==> config.mk <==
export PLATFORM = sky130hd
export DESIGN_NAME = seq_101_frame_tx_flat
export DESIGN_NICKNAME = d
export VERILOG_FILES = /design/src/rtl/seq_101_frame_tx_pkg.sv /design/src/rtl/seq_101_frame_tx_if.sv /design/src/rtl/seq_101_frame_tx_piso.sv /design/src/rtl/seq_101_frame_tx.sv /design/src/flat_wrapper.sv
export SDC_FILE = /design/constraint.sdc
export NUM_CORES = 1
export LEC_CHECK = 0
export ABC_AREA = 1
export CAP_MARGIN = 10
export CORE_MARGIN = 3
export CORE_UTILIZATION = 55
export CTS_BUF_LIST = sky130_fd_sc_hd__clkbuf_16
export DETAILED_ROUTE_END_ITERATION = 16
export MAX_ROUTING_LAYER = met4
export PLACE_DENSITY = 0.77
export SLEW_MARGIN = 25
export SYNTH_ARGS = -nofsm -noshare
export SYNTH_HDL_FRONTEND = slang
export SYNTH_HIERARCHICAL = 1
export SYNTH_SLANG_ARGS = --single-unit
export TNS_END_PERCENT = 10
==> constraint.sdc <==
create_clock -name clk -period 5.25 [get_ports clk]
set_clock_uncertainty 0.1 [all_clocks]
set_input_delay 0.525 -clock clk [delete_from_list [all_inputs] [get_ports clk]]
set_output_delay 0.525 -clock clk [all_outputs]
set_load 0.005 [all_outputs]
==> src/rtl/seq_101_frame_tx_pkg.sv <==
// seq_frame_pkg: state encoding, default sync pattern and sizing helper for the 101 frame transmitter
package seq_frame_pkg;
   typedef enum logic [2:0] {
      ST_IDLE   = 3'd0,
      ST_SYNC   = 3'd1,
      ST_DATA   = 3'd2,
      ST_PARITY = 3'd3,
      ST_GAP    = 3'd4
   } state_t;
   localparam int DEF_SYNC_W = 3;
   localparam logic [DEF_SYNC_W-1:0] DEF_SYNC = 3'b101;
   function automatic int max3(input int a, input int b, input int c);
      return (a > b) ? ((a > c) ? a : c) : ((b > c) ? b : c);
   endfunction
endpackage

==> src/rtl/seq_101_frame_tx_if.sv <==
// seq_101_frame_tx_if: word handshake (tx_data/tx_valid/tx_ready), bit strobe and serial line status
//   master: producer side, drives tx_data, tx_valid, bit_en
//   slave:  transmitter side, drives tx_ready, data_out, busy, frame_done
interface seq_101_frame_tx_if #(parameter int DATA_W = 8);
   logic [DATA_W-1:0] tx_data;
   logic tx_valid;
   logic tx_ready;
   logic bit_en;
   logic data_out;
   logic busy;
   logic frame_done;
   modport master (output tx_data, tx_valid, bit_en, input tx_ready, data_out, busy, frame_done);
   modport slave (input tx_data, tx_valid, bit_en, output tx_ready, data_out, busy, frame_done);
endinterface

==> src/rtl/seq_101_frame_tx_piso.sv <==
// piso_shift_reg: parallel-load, shift-left register exposing its MSB
//   clk, rst: clock and sync active-high reset
//   load/din: parallel load (wins over shift); shift: move left by one; msb: current top bit
module piso_shift_reg #(
   parameter int W = 8
) (
   input  logic         clk,
   input  logic         rst,
   input  logic         load,
   input  logic         shift,
   input  logic [W-1:0] din,
   output logic         msb
);
   logic [W-1:0] sr_q, sr_d;
   always_comb sr_d = load ? din : shift ? sr_q << 1 : sr_q;
   always_ff @(posedge clk) sr_q <= rst ? '0 : sr_d;
   assign msb = sr_q[W-1];
endmodule

==> src/rtl/seq_101_frame_tx.sv <==
// seq_101_frame_tx: sends each accepted word as SYNC, DATA (MSB first), even parity, then idle gap bits
//   clk, rst: clock and sync active-high reset
//   tx (slave): tx_data/tx_valid/tx_ready word handshake, bit_en strobe,
//               data_out serial line, busy, frame_done pulse
module seq_101_frame_tx
   import seq_frame_pkg::*;
#(
   parameter int                DATA_W   = 8,
   parameter int                SYNC_W   = DEF_SYNC_W,
   parameter logic [SYNC_W-1:0] SYNC     = DEF_SYNC,
   parameter int                GAP_BITS = 2,
   parameter logic              IDLE_BIT = 1'b0
) (
   input logic clk,
   input logic rst,
   seq_101_frame_tx_if.slave tx
);
   localparam int CW = $clog2(max3(SYNC_W, DATA_W, GAP_BITS) + 1);
   state_t st_q, st_d;
   logic [CW-1:0] cnt_q, cnt_d;
   logic [SYNC_W-1:0] sync_sh;
   logic dout_q, dout_d, par_q, par_d, done_q, done_d;
   logic accept, shift, msb;
   assign accept = tx.tx_valid && st_q == ST_IDLE;
   // next sync bit selected by shift to keep the index width independent of SYNC_W
   assign sync_sh = SYNC >> (cnt_q - 1'b1);
   piso_shift_reg #(.W(DATA_W)) u_piso (
      .clk   (clk),
      .rst   (rst),
      .load  (accept),
      .shift (shift),
      .din   (tx.tx_data),
      .msb   (msb)
   );
   // the shift register is advanced as each payload bit is launched, so msb is always the next bit
   always_comb begin
      st_d = st_q;
      cnt_d = cnt_q;
      dout_d = dout_q;
      par_d = par_q;
      done_d = 1'b0;
      shift = 1'b0;
      case (st_q)
         ST_IDLE: begin
            dout_d = accept ? SYNC[SYNC_W-1] : IDLE_BIT;
            st_d = accept ? ST_SYNC : ST_IDLE;
            cnt_d = accept ? CW'(SYNC_W - 1) : '0;
            par_d = accept ? ^tx.tx_data : par_q;
         end
         ST_SYNC: if (tx.bit_en) begin
            if (cnt_q != '0) begin
               cnt_d = cnt_q - 1'b1;
               dout_d = sync_sh[0];
            end else begin
               st_d = ST_DATA;
               cnt_d = CW'(DATA_W - 1);
               dout_d = msb;
               shift = 1'b1;
            end
         end
         ST_DATA: if (tx.bit_en) begin
            if (cnt_q != '0) begin
               cnt_d = cnt_q - 1'b1;
               dout_d = msb;
               shift = 1'b1;
            end else begin
               st_d = ST_PARITY;
               cnt_d = '0;
               dout_d = par_q;
            end
         end
         ST_PARITY: if (tx.bit_en) begin
            st_d = (GAP_BITS > 0) ? ST_GAP : ST_IDLE;
            cnt_d = (GAP_BITS > 0) ? CW'(GAP_BITS - 1) : '0;
            dout_d = IDLE_BIT;
            done_d = (GAP_BITS == 0);
         end
         ST_GAP: if (tx.bit_en) begin
            st_d = (cnt_q != '0) ? ST_GAP : ST_IDLE;
            cnt_d = (cnt_q != '0) ? cnt_q - 1'b1 : '0;
            dout_d = IDLE_BIT;
            done_d = (cnt_q == '0);
         end
         default: begin
            st_d = ST_IDLE;
            cnt_d = '0;
            dout_d = IDLE_BIT;
         end
      endcase
   end
   always_ff @(posedge clk) begin
      if (rst) begin
         st_q <= ST_IDLE;
         cnt_q <= '0;
         dout_q <= IDLE_BIT;
         par_q <= 1'b0;
         done_q <= 1'b0;
      end else begin
         st_q <= st_d;
         cnt_q <= cnt_d;
         dout_q <= dout_d;
         par_q <= par_d;
         done_q <= done_d;
      end
   end
   assign tx.tx_ready = st_q == ST_IDLE;
   assign tx.busy = st_q != ST_IDLE;
   assign tx.data_out = dout_q;
   assign tx.frame_done = done_q;
endmodule
==> src/flat_wrapper.sv <==
// flat-port wrapper written by rule: the top's interface ports become plain ports
module seq_101_frame_tx_flat import seq_frame_pkg::*;
#(
   parameter int                DATA_W   = 8,
   parameter int                SYNC_W   = DEF_SYNC_W,
   parameter logic [SYNC_W-1:0] SYNC     = DEF_SYNC,
   parameter int                GAP_BITS = 2,
   parameter logic              IDLE_BIT = 1'b0
)
  (clk, rst, tx_tx_data, tx_tx_valid, tx_bit_en, tx_tx_ready, tx_data_out, tx_busy, tx_frame_done);
  seq_101_frame_tx_if #(.DATA_W(DATA_W)) tx_i ();
  input logic clk;
  input logic rst;
  input wire logic [$bits(tx_i.tx_data)-1:0] tx_tx_data;
  input wire logic [$bits(tx_i.tx_valid)-1:0] tx_tx_valid;
  input wire logic [$bits(tx_i.bit_en)-1:0] tx_bit_en;
  output wire logic [$bits(tx_i.tx_ready)-1:0] tx_tx_ready;
  output wire logic [$bits(tx_i.data_out)-1:0] tx_data_out;
  output wire logic [$bits(tx_i.busy)-1:0] tx_busy;
  output wire logic [$bits(tx_i.frame_done)-1:0] tx_frame_done;
  assign tx_i.tx_data = tx_tx_data;
  assign tx_i.tx_valid = tx_tx_valid;
  assign tx_i.bit_en = tx_bit_en;
  assign tx_tx_ready = tx_i.tx_ready;
  assign tx_data_out = tx_i.data_out;
  assign tx_busy = tx_i.busy;
  assign tx_frame_done = tx_i.frame_done;
  seq_101_frame_tx #(.DATA_W(DATA_W), .SYNC_W(SYNC_W), .SYNC(SYNC), .GAP_BITS(GAP_BITS), .IDLE_BIT(IDLE_BIT)) u_core (.clk(clk), .rst(rst), .tx(tx_i));
endmodule
==> run_1/layer_met1.png <==
Bar = 20 µm.
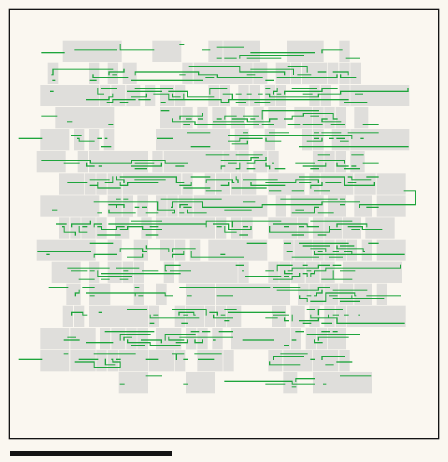
- wire length on this layer: 1130 µm
- main direction: horizontal
final WL: 2.65 mm
met1 GRT Util: 25.2%
DR vias: 1205

==> run_1/layer_met2.png <==
Bar = 20 µm.
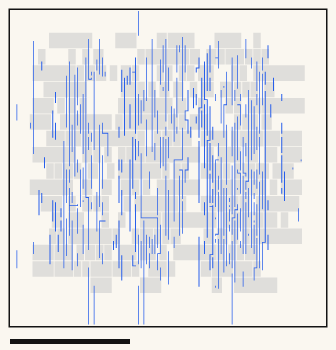
- wire length on this layer: 1320 µm
- share of all routed wire: 50%
- longest straight run: 25.2 µm
- nets with wire on the layer: 183
- main direction: vertical

==> changes_impl.md, run 1 <==
### Implementation results

* Layout cells sized above 1 at 8.29%
* EDFF count, synth at 0
* Cell family with most CP delay: simple AND/OR/NAND/NOR gates
* Area Growth Syn to Fin at 20.5%
* Critical Path Slowest Stage Cell: nor3_2
* Port bufs at 15
* PwrDens at 566 nW/µm²
* Yosys cell count at 189
* Tool warnings at 27
* Ys flop type: dfxtp_1
* CP Buf/Inv Count at 2
* Crit Path Class: flip-flop to flip-flop
* CP startpoint kind: flip-flop
* Ant. Diodes at 0
* HP Start: u_core/u_piso/sr_q[0]$_SDFFE_PP0P_
* RSZ-0062 raised after global routing: no
* Fin Setup TNS at 0 ns
* Post-DR vias/cell at 5.19
* Async SR Flop Fraction at 0%
* Synthesized area at 1200 µm²
* Die X at 52.7 µm
* Vias in the first global route at 1158
* Max Slew Vio Count at 0
* Hold depth at 2
* Maximum vdd ir drop at 0.289 mV
* Total CTS buffers at 3
* HP Class: flip-flop to flip-flop
* Power Total at 0.000817 W
* Crit Path Max Fanout at 8
* Full die area at 2780 µm²
* Pin count of the biggest net entering global routing at 13
* Distinct lib cells at 27
* CP Capture Type: flip-flop
* Slew @ Worst Pin at 0.700 ns
* Core region area at 2020 µm²
* DR WL/cell at 11.4 µm
* CTS root buffer: clkbuf_16
* Antenna violations before repair at 0
* CTS Sinks at 18
* Cts-stage hold buffer count at 0
* GRT Total Usage at 22.9%
* IO Count at 16
* CTS tree: done
* Crit path DAT at 2.40 ns
* Starting density of the core at 59.3%
* Yosys chip area at 1200 µm²
* Max-cap check violation count at 0
* Synth Instances at 189
* Post-synth regs at 18
* PostCTS Resize Cnt at 0
* Final core occ at 71.4%
* Hold Vio Cnt, Final at 0
* Synthesized net count at 204
* Most frequent logic cell in the layout: nand2_1
* Synth warn at 6
* Min Hold Slack at 0.367 ns
* Row count at 16
* DRT Pass-1 Iters at 4
* Reg-to-Reg Start: u_core/cnt_q[0]$_SDFFE_PP0P_
* Worst-case clock buffer depth at 2
* First-pass GRT wire length at 4.61 mm
* Final GP Congestion at 0.883
* Met2 Usage GRT at 38.8%
* Post-CTS Setup Inserts at 0
* Top Layout Cells: 60 x nand2_1, 31 x inv_1, 21 x nand3_1, 18 x dfxtp_1, 15 x clkdlybuf4s50_1
* DRC Markers at 0
* # setup viols final at 0
* Slew margin rel. at 53.1%
* Die H at 52.7 µm
* Crit path cell chain: inv_1 -> ha_1 -> nand2_1 -> ha_1 -> nor3_2 -> nand3_1 -> nand3_1 -> nand2_1 -> inv_1
* Final Cycle Share at 43.9%
* Pleak at 0.718 nW
* NumNets Final at 221
* Latency at later pin at 0.25 ns
* FF-to-FF End: u_core/u_piso/sr_q[2]$_SDFFE_PP0P_
* Reg-to-reg slack, setup at 2.94 ns
* Worst EP required at 5.35 ns
* Status: finished clean
* Worst Reg-to-Reg Cells at 9
* Period minus WS final at 2.31 ns
* Worst Hold End: u_core/u_piso/sr_q[0]$_SDFFE_PP0P_
==> run_1/layer_met3.png <==
Bar = 20 µm.
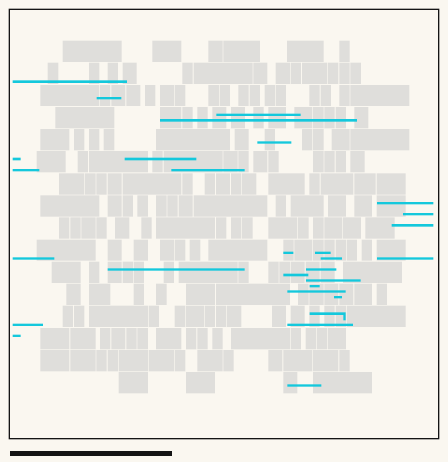
- wire length on this layer: 165 µm
- longest straight run: 23.9 µm
met3 usage in global routing: 4.84%

==> run_1/io_placement.png <==
Bar = 20 µm. Pins as bars across the die edge, other pins in gray.
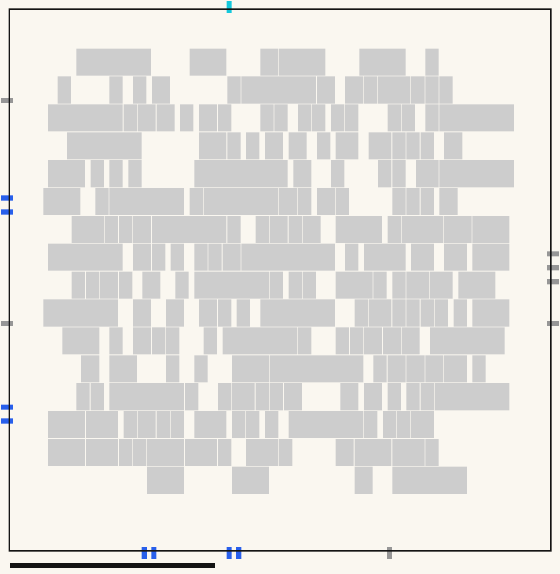
- blue: tx_tx_data (pins 8; direction input; edge 4 left, 4 bottom)
- cyan: tx_data_out (pins 1; direction output; edge top)
- all pins by edge: 6 left, 5 bottom, 4 right, 1 top

[run 1: flip-flops by register name (all words and copies together), names as in the netlist]
register and cells:
u_core/tx.data_out 1, u_core/par_q 1, u_core/st_q 3, u_core/tx.frame_done 1
u_core/u_piso/sr_q 8, u_core/cnt_q 4
[run 1: worst min-delay path: cells and delay by family (launching register included)]
family | cells | cell delay [ns]
DFF | 1 | 0.30
AOI/OAI and AO/OA | 1 | 0.05
and+or+nand+nor | 1 | 0.06
[run 1: layer usage]
metal / up-vias / wire length (µm) / part of all wire (%)
li1: 624 / - / -
met1: 530 / 1130 / 42
met2: 43 / 1320 / 50
met3: 8 / 164 / 6.2
met4: 0 / 45 / 1.7
met5: - / 0 / 0
[run 1: per-stage QoR]
step                      instances  setup WS (ns)  cell area, µm²
final                           232           2.94            1440
after global routing            232           2.77            1440
after CTS                       232           2.99            1440
after detailed placement        228           2.99            1370
after global placement          228           2.66            1360
after floorplan                 189           3.48            1200
[run 1: cell usage after synthesis, types with 2 or more instances]
master,number,share of area [%]
nor3_1,2,0.84
nand3_1,21,8.8
xor2_1,2,1.5
inv_1,31,9.7
dfxtp_1,18,30
nand2_2,4,2.1
nor2_2,2,1.0
nand2_1,60,19
inv_2,3,0.94
a21oi_1,10,4.2
xnor2_1,5,3.7
nor2_1,7,2.2
o21ai_1,2,0.84
nand4_1,4,2.1
ha_1,3,3.1
o21ai_0,4,1.7
[run 1: worst max-delay path by stage]
stage                                      start                                 end  slack [ns]  depth (start not counted)
finish              u_core/cnt_q[0]$_SDFFE_PP0P_  u_core/u_piso/sr_q[2]$_SDFFE_PP0P_        2.94                          9
global route        u_core/cnt_q[0]$_SDFFE_PP0P_  u_core/u_piso/sr_q[6]$_SDFFE_PP0P_        2.77                          9
CTS                 u_core/cnt_q[0]$_SDFFE_PP0P_  u_core/u_piso/sr_q[2]$_SDFFE_PP0P_        2.99                          9
detailed placement                     tx_bit_en  u_core/u_piso/sr_q[2]$_SDFFE_PP0P_        2.99                          7
global placement                       tx_bit_en  u_core/u_piso/sr_q[2]$_SDFFE_PP0P_        2.66                          7
floorplan           u_core/cnt_q[0]$_SDFFE_PP0P_  u_core/u_piso/sr_q[7]$_SDFFE_PP0P_        3.48                         11
[run 1: where the power goes]
part           leakage, nW  internal (W)  switching [W]
Sequential           0.148      0.000177      0.0000353
Clock               0.0385      0.000101      0.0000507
Combinational        0.532      0.000168       0.000284
[run 1: logic make-up after synthesis]
kind of cell    after synthesis  synth area share [%]
xor+xnor                      7                  5.11
compound gates               20                  9.60
buf+inv                      37                  12.5
simple gates                104                  39.6
flops                        18                  30.1
fa+ha+maj                     3                  3.13
[run 1: layout make-up]
| cell class | instances | area [µm²] |
|---|---|---|
| multi-input combinational | 134 | 693 |
| fill | 189 | 578 |
| sequential | 18 | 360 |
| timing repair buffer | 15 | 150 |
| inverter | 34 | 128 |
| clock buffer | 3 | 75.1 |
| tap | 27 | 33.8 |
| clock inverter | 1 | 3.75 |
==> run_1/congestion.png <==
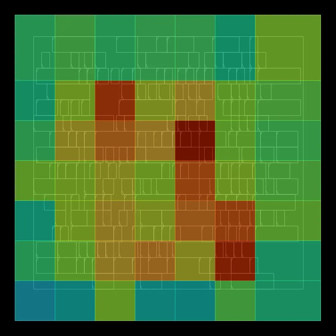

==> run 1 -> run 2 <==
- CORE_UTILIZATION: 55 -> 54
- PLACE_DENSITY: 0.77 -> 0.76
- clock period: 5.25 -> 2.2 ns (I/O delays scaled with it)
==> run_2/congestion.png <==
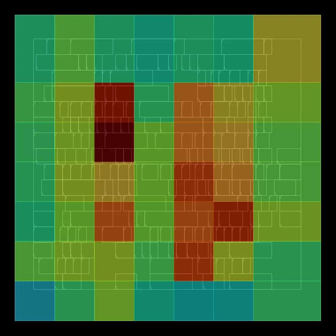
met1 GRT Util: 21.6%
final core occ: 71.5%
met3 usage in global routing: 3.66%

==> run_2/layer_met3.png <==
Bar = 20 µm.
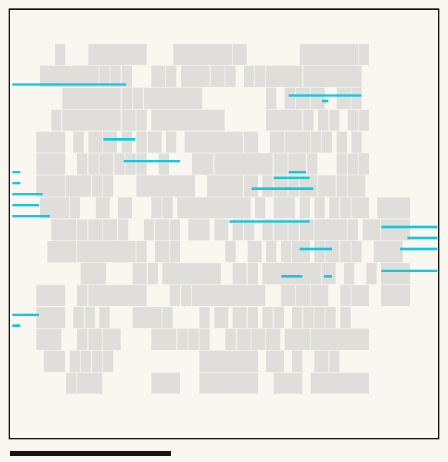
final WL: 2.56 mm
DR vias: 1206

==> run_2/layer_met1.png <==
Bar = 20 µm.
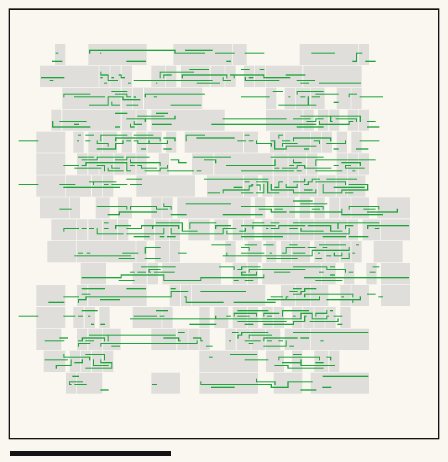
- share of all routed wire: 43%
- longest straight run: 21.2 µm
- nets with wire on the layer: 200

==> changes_impl.md, run 2 <==
### Implementation results

* Status: finished clean
* EDFF count, synth at 0 (unchanged)
* Slew margin rel. at 67.7% (+15 points)
* Total CTS buffers at 3 (unchanged)
* Max Slew Vio Count at 0 (unchanged)
* GRT Total Usage at 21.1% (-1.8 points)
* HP Class: flip-flop to flip-flop
* Max reg flops at 8 (unchanged)
* CP Capture Type: flip-flop
* Cts-stage hold buffer count at 0 (unchanged)
* DRT antenna net count at 0
* Die H at 53.1 µm (+0.82%)
* Most flops, register: u_core/u_piso/sr_q
* Post-synth regs at 18 (unchanged)
* Peak Freq at 0.496 GHz
* Min Hold Slack at 0.360 ns (-0.00700 ns)
* Full die area at 2820 µm² (+1.6%)
* Most common cell in the netlist: nand2_1
* Crit Path Class: flip-flop to flip-flop
* DR WL/cell at 11.0 µm (-3.9%)
* Final Cycle Share at 91.6% (+48 points)
* PostCTS Resize Cnt at 0 (unchanged)
* Layout cells sized above 1 at 8.25% (-0.040 points)
* # setup viols final at 0 (unchanged)
* Dpl cell area at 1370 µm² (+0.18%)
* Row count at 16 (unchanged)
* Antenna violations before repair at 0 (unchanged)
* Post-route setup slack at 0.185 ns (-2.76 ns)
* Pin count of the biggest net entering global routing at 13 (unchanged)
* Crit path DAT at 2.06 ns (-0.34 ns)
* Synthesized net count at 204 (unchanged)
* Final GP Congestion at 0.844 (-4.3%)
* Crit Path Max Fanout at 8 (unchanged)
* Most frequent logic cell in the layout: nand2_1
* NumNets Final at 222 (+0.45%)
* Post-CTS Setup Inserts at 0 (unchanged)
* Synthesized area at 1200 µm² (unchanged)
* CP Buf/Inv Count at 3 (+1)
* Reg-to-Reg Start: u_core/cnt_q[0]$_SDFFE_PP0P_
* Delay of the slowest cell on the worst path at 0.38 ns
* Pre-CTS setup slack at 0.238 ns (-2.75 ns)
* Worst Setup SP: u_core/cnt_q[0]$_SDFFE_PP0P_
* Post-DR vias/cell at 5.18 (-0.35%)
* Largest regs: u_core/u_piso/sr_q x8, u_core/cnt_q x4, u_core/st_q x3
* Fillers at 164 (-13%)
* CP startpoint kind: flip-flop
* RSZ-0062 raised after global routing: no
* CTS HTree Levels at 1
* Placed wire-length estimate at 2.04 mm
* PwrDens at 1340 nW/µm² (+140%)
* Gate Area at 688 µm² (-0.72%)
* Distinct lib cells at 27 (unchanged)
* Drt initial violations at 28
* Synth warn at 6 (unchanged)
* CTS root buffer: clkbuf_16
* Max-cap check violation count at 0 (unchanged)
* Yosys chip area at 1200 µm² (unchanged)
* Vias in the first global route at 1096 (-5.4%)
* Cell family with most CP delay: simple AND/OR/NAND/NOR gates
* CP dominant cell by count: nand2_1
* Pleak at 0.722 nW (+0.56%)
* Synth top area cells: dfxtp_1 30%, nand2_1 19%, inv_1 9.7%
* Maximum vdd ir drop at 0.749 mV (+160%)
* Clk slew on worst S/H paths at 0.05 ns
* CTS Sinks at 18 (unchanged)
* Area Growth Syn to Fin at 20.7%
* Crit path cell chain: inv_1 -> ha_1 -> nand2_1 -> ha_1 -> nor3_1 -> buf_4 -> nor2_8 -> nand2_1 -> nand3_1 -> nand2_1 -> inv_1
* Synth top cells by count: 60 x nand2_1, 31 x inv_1, 21 x nand3_1
* Ys flop type: dfxtp_1
* Cell area after layout at 1450 µm² (+0.17%)
* Core region area at 2020 µm² (unchanged)
* Ant. Diodes at 0 (unchanged)
* Yosys cell count at 189 (unchanged)
* Fin Setup TNS at 0 ns (unchanged)
* Seq/Total Area, Yosys at 30.1%
* Top Layout Cells: 60 x nand2_1, 31 x inv_1, 21 x nand3_1, 18 x dfxtp_1, 15 x clkdlybuf4s50_1
* Top-area cell type share of the netlist area at 30.1% (unchanged)
* CTS tree: done
* Async SR Flop Fraction at 0% (unchanged)
* Synth Instances at 189 (unchanged)
* Latency at later pin at 0.24 ns (about the same)
* Port bufs at 15 (unchanged)
* Worst-case clock buffer depth at 2 (unchanged)
* Slew @ Worst Pin at 0.483 ns (-0.217 ns)
* HP Start: u_core/u_piso/sr_q[0]$_SDFFE_PP0P_
* DRC Markers at 0 (unchanged)
* Avg Cell Area, Syn at 6.34 µm²
* Period minus WS final at 2.02 ns (-0.291 ns)
* Tool warnings at 27 (unchanged)
* Synth area leader: dfxtp_1
* Flop area at 360 µm² (unchanged)
* DRT Pass-1 Iters at 4 (unchanged)
* IO Count at 16 (unchanged)
* Worst EP required at 2.24 ns (-3.11 ns)
* Die X at 53.1 µm (+0.82%)
* Starting density of the core at 59.3% (unchanged)
* First-pass GRT wire length at 4.30 mm (-6.7%)
* Critical Path Slowest Stage Cell: dfxtp_1
* Hold Vio Cnt, Final at 0 (unchanged)
* Total gr overflow at 0
[run 2: cell counts after synthesis]
Identical to the previous run, type by type.
[run 2: worst reg2reg max path: cells and delay by family (launching register included)]
family	cells	cell delay [ns]
DFF	1	0.38
buffers and inverters	3	0.34
and+or+nand+nor	6	0.60
adders and majority gates	2	0.50
[run 2: final timing paths]
path	to	slack (ns)	cells past startpoint
worst max register to register	u_core/u_piso/sr_q[1]$_SDFFE_PP0P_	0.18	11
worst max-delay path	u_core/u_piso/sr_q[1]$_SDFFE_PP0P_	0.18	11
worst min register to register	u_core/u_piso/sr_q[0]$_SDFFE_PP0P_	0.36	2
worst min-delay path	u_core/u_piso/sr_q[0]$_SDFFE_PP0P_	0.36	2
[run 2: cell type report]
class / instances / share of cell area (%)
Clock buffer: 3 / 5.19
Multi-Input combinational cell: 134 / 47.6
Clock inverter: 1 / 0.260
Timing Repair Buffer: 16 / 10.9
Sequential cell: 18 / 24.9
Tap cell: 27 / 2.34
Inverter: 34 / 8.82
[run 2: cells by family (layout without fill, tap and decap cells)]
family | after synthesis | in the layout | share of synthesized area, %
XOR/XNOR | 7 | 7 | 5.11
adder cells (fa/ha/maj) | 3 | 3 | 3.13
AND-OR/OR-AND | 20 | 20 | 9.60
flip-flops | 18 | 18 | 30.1
buffers and inverters | 37 | 54 | 12.5
AND/OR/NAND/NOR | 104 | 104 | 39.6
[run 2: layer usage]
metal	part of all wire [%]	global-route usage (%)	up-vias
li1	-	-	623
met1	43	21.6	548
met2	52	38.6	31
met3	3.9	3.66	4
met4	1.2	10.2	0
met5	0	-	-
[run 2: through the flow]
step                instances  total power, W
floorplan                 189         0.00131
global placement          229         0.00153
detailed placement        229         0.00156
CTS                       233         0.00194
global route              233         0.00209
finish                    233         0.00193
[run 2: power by group]
part | switching (W) | internal [W] | total, W
registers | 0.0000859 | 0.000424 | 0.000510
logic | 0.000658 | 0.000410 | 0.00107
clock network | 0.000112 | 0.000241 | 0.000353
Power is estimated from default activity; no workload was simulated.
